`config.mk`:
```
export PLATFORM = sky130hd
export DESIGN_NAME = bdcmotor_channel_n
export DESIGN_NICKNAME = d
export VERILOG_FILES = /design/src/rtl/bdcmotor_pkg.sv /design/src/rtl/bdcmotor_channel_n_quad_tach_n.sv /design/src/rtl/bdcmotor_channel_n.sv
export SDC_FILE = /design/constraint.sdc
export NUM_CORES = 1
export LEC_CHECK = 0
export CORE_UTILIZATION = 38
export DETAILED_ROUTE_END_ITERATION = 8
export GPL_TIMING_DRIVEN = 0
export PLACE_DENSITY_LB_ADDON = 0.25
export SYNTH_ARGS = -nofsm -noshare
export SYNTH_HDL_FRONTEND = slang
export SYNTH_SLANG_ARGS = --single-unit
```
`constraint.sdc`:
```
create_clock -name clk -period 7 [get_ports clk]
set_input_delay 1.4 -clock clk [delete_from_list [all_inputs] [get_ports clk]]
set_output_delay 1.4 -clock clk [all_outputs]
set_load 0.02 [all_outputs]
```
`src/rtl/bdcmotor_pkg.sv`:
```
// rtl/bdcmotor_pkg.sv - shared defaults, dead-time FSM states and quadrature step codes
package bdcmotor_pkg;

  localparam int PWM_W_DEF      = 8;
  localparam int CNT_W_DEF      = 16;
  localparam int FILT_DEPTH_DEF = 3;
  localparam int DT_W_DEF       = 4;

  typedef enum logic [1:0] {ST_IDLE, ST_HIGH, ST_LOW, ST_GAP} dt_state_e;

  localparam logic [1:0] STEP_NONE = 2'd0;
  localparam logic [1:0] STEP_UP   = 2'd1;
  localparam logic [1:0] STEP_DOWN = 2'd2;
  localparam logic [1:0] STEP_ERR  = 2'd3;

  // Forward Gray order 00->01->11->10 means next = {prev[0], ~prev[1]}.
  function automatic logic [1:0] quad_step(input logic [1:0] prev, input logic [1:0] cur);
    logic [1:0] step;
    if (prev == cur)                    step = STEP_NONE;
    else if ((prev ^ cur) == 2'b11)     step = STEP_ERR;
    else if (cur == {prev[0], ~prev[1]}) step = STEP_UP;
    else                                step = STEP_DOWN;
    return step;
  endfunction

endpackage

```
`src/rtl/bdcmotor_channel_n_quad_tach_n.sv`:
```
// rtl/bdcmotor_channel_n_quad_tach_n.sv - tach filter, 4x quadrature decoder, position counter, freeze snapshot
module quad_tach_n
  import bdcmotor_pkg::*;
#(
  parameter int CNT_W      = CNT_W_DEF,
  parameter int FILT_DEPTH = FILT_DEPTH_DEF
) (
  input  logic             clk,
  input  logic             rstn,
  input  logic             filterce,
  input  logic             freeze,
  input  logic             invphase,
  input  logic [1:0]       tach,
  output logic [CNT_W-1:0] count,
  output logic             dir,
  output logic             tacherr
);

  logic [FILT_DEPTH-1:0] sha_q, sha_d, shb_q, shb_d;
  logic [1:0]            filt_q, filt_d;
  logic [CNT_W-1:0]      cnt_q, cnt_d, snap_q, snap_d;
  logic                  dir_q, dir_d, err_q, err_d, frozen_q;
  logic [1:0]            step;

  always_comb begin
    sha_d = sha_q;
    shb_d = shb_q;
    if (filterce) begin
      sha_d = {sha_q[FILT_DEPTH-2:0], tach[0]};
      shb_d = {shb_q[FILT_DEPTH-2:0], tach[1]};
    end
    filt_d = filt_q;
    if (&sha_q)       filt_d[0] = 1'b1;
    else if (~|sha_q) filt_d[0] = 1'b0;
    if (&shb_q)       filt_d[1] = 1'b1;
    else if (~|shb_q) filt_d[1] = 1'b0;

    step = quad_step(filt_q, filt_d);
    if (invphase && (step == STEP_UP))        step = STEP_DOWN;
    else if (invphase && (step == STEP_DOWN)) step = STEP_UP;

    cnt_d = cnt_q;
    dir_d = dir_q;
    err_d = err_q;
    case (step)
      STEP_UP:   begin cnt_d = cnt_q + 1'b1; dir_d = 1'b1; end
      STEP_DOWN: begin cnt_d = cnt_q - 1'b1; dir_d = 1'b0; end
      STEP_ERR:  err_d = 1'b1;
      default:   ;
    endcase
    // Snapshot tracks the counter until freeze is registered, then holds.
    snap_d = frozen_q ? snap_q : cnt_q;
  end

  always_ff @(posedge clk or negedge rstn) begin
    if (!rstn) begin
      sha_q    <= '0;
      shb_q    <= '0;
      filt_q   <= '0;
      cnt_q    <= '0;
      snap_q   <= '0;
      dir_q    <= 1'b0;
      err_q    <= 1'b0;
      frozen_q <= 1'b0;
    end else begin
      sha_q    <= sha_d;
      shb_q    <= shb_d;
      filt_q   <= filt_d;
      cnt_q    <= cnt_d;
      snap_q   <= snap_d;
      dir_q    <= dir_d;
      err_q    <= err_d;
      frozen_q <= freeze;
    end
  end

  assign count   = frozen_q ? snap_q : cnt_q;
  assign dir     = dir_q;
  assign tacherr = err_q;

endmodule

```
`src/rtl/bdcmotor_channel_n.sv`:
```
// rtl/bdcmotor_channel_n.sv - brushed DC motor channel: PWM, current clip, mode, dead-time, tach
module bdcmotor_channel_n
  import bdcmotor_pkg::*;
#(
  parameter int PWM_W      = PWM_W_DEF,
  parameter int CNT_W      = CNT_W_DEF,
  parameter int FILT_DEPTH = FILT_DEPTH_DEF,
  parameter int DT_W       = DT_W_DEF
) (
  input  logic             clk,
  input  logic             rstn,
  input  logic             filterce,
  input  logic             pwmcntce,
  input  logic             pwmldce,
  input  logic             freeze,
  input  logic             invphase,
  input  logic             invertpwm,
  input  logic             enablepwm,
  input  logic             run,
  input  logic             currentlimit,
  input  logic [DT_W-1:0]  deadtime,
  input  logic [1:0]       tach,
  input  logic [PWM_W-1:0] wrtdata,
  output logic [CNT_W-1:0] count,
  output logic             dir,
  output logic             tacherr,
  output logic [1:0]       pwmout
);

  // Last counter value of a period is MAX-1 = 2^PWM_W - 2.
  localparam logic [PWM_W-1:0] PWM_LAST = {{(PWM_W-1){1'b1}}, 1'b0};

  logic [PWM_W-1:0] pwmcnt_q, pwmcnt_d, pend_q, pend_d, duty_q, duty_d;
  logic             clip_q, clip_d, period_start, hi_ideal;
  logic [1:0]       req, cur, pair_q, pair_d, tgt_q, tgt_d;
  logic [DT_W-1:0]  gap_q, gap_d;
  dt_state_e        state_q, state_d;

  quad_tach_n #(.CNT_W(CNT_W), .FILT_DEPTH(FILT_DEPTH)) u_tach (
    .clk(clk), .rstn(rstn), .filterce(filterce), .freeze(freeze), .invphase(invphase),
    .tach(tach), .count(count), .dir(dir), .tacherr(tacherr)
  );

  always_comb begin
    period_start = pwmcntce && (pwmcnt_q == PWM_LAST);
    pwmcnt_d     = pwmcnt_q;
    if (pwmcntce) pwmcnt_d = period_start ? '0 : pwmcnt_q + 1'b1;
    pend_d   = pwmldce ? wrtdata : pend_q;
    duty_d   = period_start ? pend_q : duty_q;
    clip_d   = currentlimit | (clip_q & ~period_start);
    hi_ideal = (pwmcnt_q < duty_q) && !clip_q && !currentlimit;

    if (!enablepwm) req = 2'b00;
    else if (!run)  req = 2'b10;
    else            req = {~hi_ideal, hi_ideal};

    // While in GAP the pending target is what counts as the current request.
    cur     = (state_q == ST_GAP) ? tgt_q : pair_q;
    state_d = state_q;
    tgt_d   = tgt_q;
    gap_d   = gap_q;
    if (req == 2'b00) begin
      state_d = ST_IDLE;
    end else if (req != cur) begin
      tgt_d = req;
      if (deadtime == '0) begin
        state_d = (req == 2'b01) ? ST_HIGH : ST_LOW;
      end else begin
        state_d = ST_GAP;
        gap_d   = deadtime;
      end
    end else if (state_q == ST_GAP) begin
      if (gap_q <= DT_W'(1)) state_d = (tgt_q == 2'b01) ? ST_HIGH : ST_LOW;
      else                   gap_d   = gap_q - 1'b1;
    end

    case (state_d)
      ST_HIGH: pair_d = 2'b01;
      ST_LOW:  pair_d = 2'b10;
      default: pair_d = 2'b00;
    endcase
  end

  always_ff @(posedge clk or negedge rstn) begin
    if (!rstn) begin
      pwmcnt_q <= '0;
      pend_q   <= '0;
      duty_q   <= '0;
      clip_q   <= 1'b0;
      state_q  <= ST_IDLE;
      pair_q   <= 2'b00;
      tgt_q    <= 2'b00;
      gap_q    <= '0;
    end else begin
      pwmcnt_q <= pwmcnt_d;
      pend_q   <= pend_d;
      duty_q   <= duty_d;
      clip_q   <= clip_d;
      state_q  <= state_d;
      pair_q   <= pair_d;
      tgt_q    <= tgt_d;
      gap_q    <= gap_d;
    end
  end

  assign pwmout = pair_q ^ {2{invertpwm}};

endmodule
```
### Close-up of the layout

Region (67, 12) to (97, 42) microns. Cells in grey, sequential cells in the stronger grey; small squares are vias.
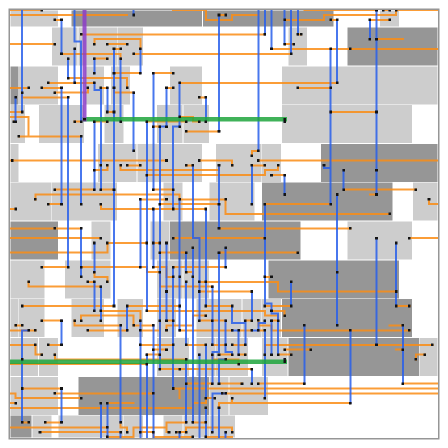
| layer | colour |
|---|---|
| met4 | purple |
| met3 | green |
| met2 | blue |
| met1 | orange |
most frequent: nor2_1 (8), dfrtp_1 (8)
cells with their middle in the window: 61
sequential cells in the window: 8
netlist names of flops here include: pwmcnt_q (5)

### Routed clock nets over the placement

The bar under the picture is 20 microns long.
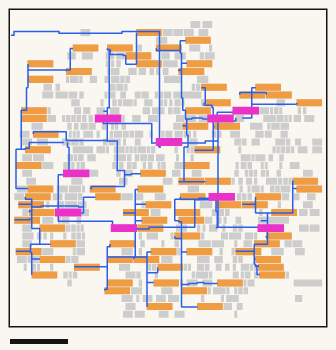
[cells driving clock nets] magenta | count: 9
[clock wires] blue | length: 1090 microns
[flip-flops] orange | count: 78
flops lie: all over the die

### The clock network

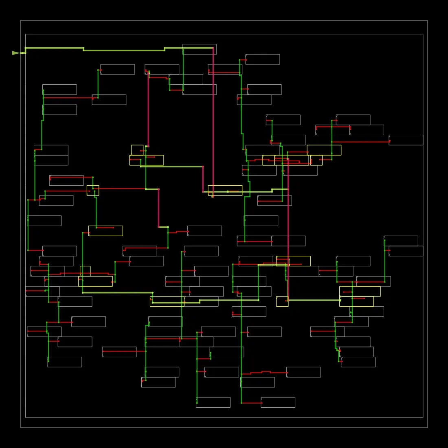
Sink Count: 78
registers: 78

### Where the registers sit

The bar under the picture is 20 microns long. Other sequential cells in the stronger grey, the rest of the logic in the fainter grey.
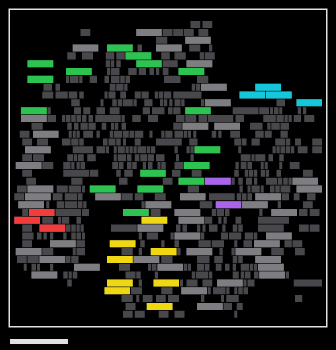
| netlist name | colour | flops |
|---|---|---|
| gap_q | cyan | 4 |
| pend_q | yellow | 8 |
| tgt_q | purple | 2 |
| u_tach.sha_q | red | 3 |
| u_tach.cnt_q | green | 16 |

==> impl_metrics.toml <==
# yosys + openroad results
[synthesis]
ys_seq_share = 0.4422
synthTopCellsByArea = "dfrtp_1 44%, mux2_2 7.4%, o21ai_0 4.5%, nand2_1 4.3%, ha_1 4.3%"
ys_area_sq_mm = 0.004414
ys_sh_aoi = 0.1800
async_flop_share = 1.000
simple_gate_area_frac = 0.1429
yosys_warnings = 0
common_cells = "78 x dfrtp_1, 51 x nand2_1, 40 x o21ai_0"
top_area_cell = "dfrtp_1"
numSynthFlops = 78
fp_nets = 500
logic_family = "AND-OR/OR-AND gates"
syn_inst = 460
synth.distinct_cells = 62
netlist_area_sq_mm = 0.004414
synth_top_flop_cell = "dfrtp_1"
syn_area_per_cell_sq_um = 9.596
synth-edff-count = 0
ys_cells = 460

[hold_path]
min_from = "u_tach.cnt_q[15]"
min_to = "u_tach.cnt_q[15]"
hold_path_depth = 1

[setup_path]
reg2reg_to = "u_tach.cnt_q[12]"
worst_setup_path_end_kind = "flip-flop"
critPathKind = "primary input to flip-flop"
crit_required_ns = 7.27
cp_slowest_cell = "clkbuf_1"
cp-endpoint = "u_tach.cnt_q[12]"
reg2reg_from = "u_tach.shb_q[0]"
rrSetupSlack_ns = 2.29
crit_path_frequent_cell = "o21ai_0"
start_kind = "primary input"
max_stage_delay_ns = 0.50
rr_worst_depth = 19
critPathArrivalTime_ns = 5.46

[cts]
post_cts_buffers = 0
clock_latency_ns = 0.34
h-tree-depth = 3
clockRootBuffer = "clkbuf_16"
cts_buffers = 9
clkTransAtPathRegs_ns = 0.07
clk_path_buf_depth = 2
cts_hold_buf = 0

[route]
first_iter_violations = 227
top_layer = "met4"
drc = 0
wire_per_inst_microns = 14.77
final_antenna_net_count = 0
drt-met1-wl_microns = 4576
drt_pre_antenna_iters = 4
dr_wl_met2_microns = 4453
vias = 3611
drt-total-wl_microns = 9716

[status]
status = "finished, final reports clean"

[place]
place_ws_ns = 1.586
globalplace.congestion = 0.9031

[cells_and_area]
nFillCells = 1066
drive_gt1_frac = 0.1197
final_common_cell = "dfrtp_1"
area_delta_synth_final_pct = 20.78

[grt]
grt_antenna_before_repair = 0
gr-usage-met3 = 0.04327
grt_overflow_total = 0
grtUsageMet1 = 0.2292
first_global_vias = 3417
grt.busiest_layer = "met2"
grt_max_degree = 68
grt_pass1_wl_microns = 16100

[floorplan]
die_h_microns = 109.8
fp_util = 0.3985
io_pins = 45
rows = 38
die_area_sq_mm = 0.01205

[pwr]
pwr-share-seq = 0.303
p_sw_frac = 0.4103
power_density_mw_per_mm2 = 430.8
p_int_mw = 1.354
p_switching_mw = 0.9423
leakagePower_nw = 2.258
clockPowerShare = 0.208
power_frac_comb = 0.489

[sta]
grt_setup_unrepaired = "false"
relSlewSlack = 0.5307
tightest_slew_ns = 0.7040
tns_ns = 0
post-route-period-util = 0.7410
hold_violations = 0
timing.fmax_ghz = 0.1928

[flow_run]
warning_count = 30
-- power groups by stage --
stage | sequential, mW | combinational (mW) | clock (mW)
5_1_grt | 0.715 | 1.24 | 0.511
3_5_place_dp | 0.701 | 1.12 | 0
3_3_place_gp | 0.697 | 1.09 | 0
2_1_floorplan | 0.680 | 0.806 | 0
6_report | 0.695 | 1.12 | 0.478
4_1_cts | 0.695 | 1.12 | 0.492
-- critical path, delay by kind of cell --
family,cells,cell delay (ns)
compound gates,6,1.55
simple gates,1,0.18
buf+inv,4,1.51
fa+ha+maj,2,0.51
xor+xnor,2,0.30
-- state kept, by name, summed over array words and instances (netlist names) --
signal,count
pair_q,2
state_q,2
u_tach.snap_q,16
u_tach.sha_q,3
u_tach.shb_q,3
u_tach.dir,1
u_tach.frozen_q,1
pend_q,8
tgt_q,2
duty_q,8
u_tach.cnt_q,16
pwmcnt_q,8
clip_q,1
gap_q,4
u_tach.tacherr,1
u_tach.filt_q,2
-- final cells by class --
| class | instances | area, sq um | area share |
|---|---|---|---|
| inverter | 28 | 105.1 | 0.01971 |
| tap | 140 | 175.2 | 0.03286 |
| timing repair buffer | 42 | 435.4 | 0.08167 |
| multi-input combinational | 328 | 2243 | 0.4208 |
| buffer | 26 | 113.9 | 0.02136 |
| clock buffer | 9 | 225.2 | 0.04224 |
| clock inverter | 7 | 81.33 | 0.01525 |
| sequential | 78 | 1952 | 0.3661 |
-- per-stage QoR --
stage	cell area (sq um)	util	total power [mW]	hold WS, ns	instances
finish	5331	0.4813	2.297	0.4735	658
global route	5331	0.4813	2.462	0.4905	658
CTS	5331	0.4813	2.309	0.4799	658
detailed placement	5025	0.4536	1.818	0.4644	642
global placement	5000	0.4513	1.787	0.4555	641
floorplan	4414	-	1.486	0.4413	460
Power figures rest on the tool's default switching activity, not on a simulated workload.
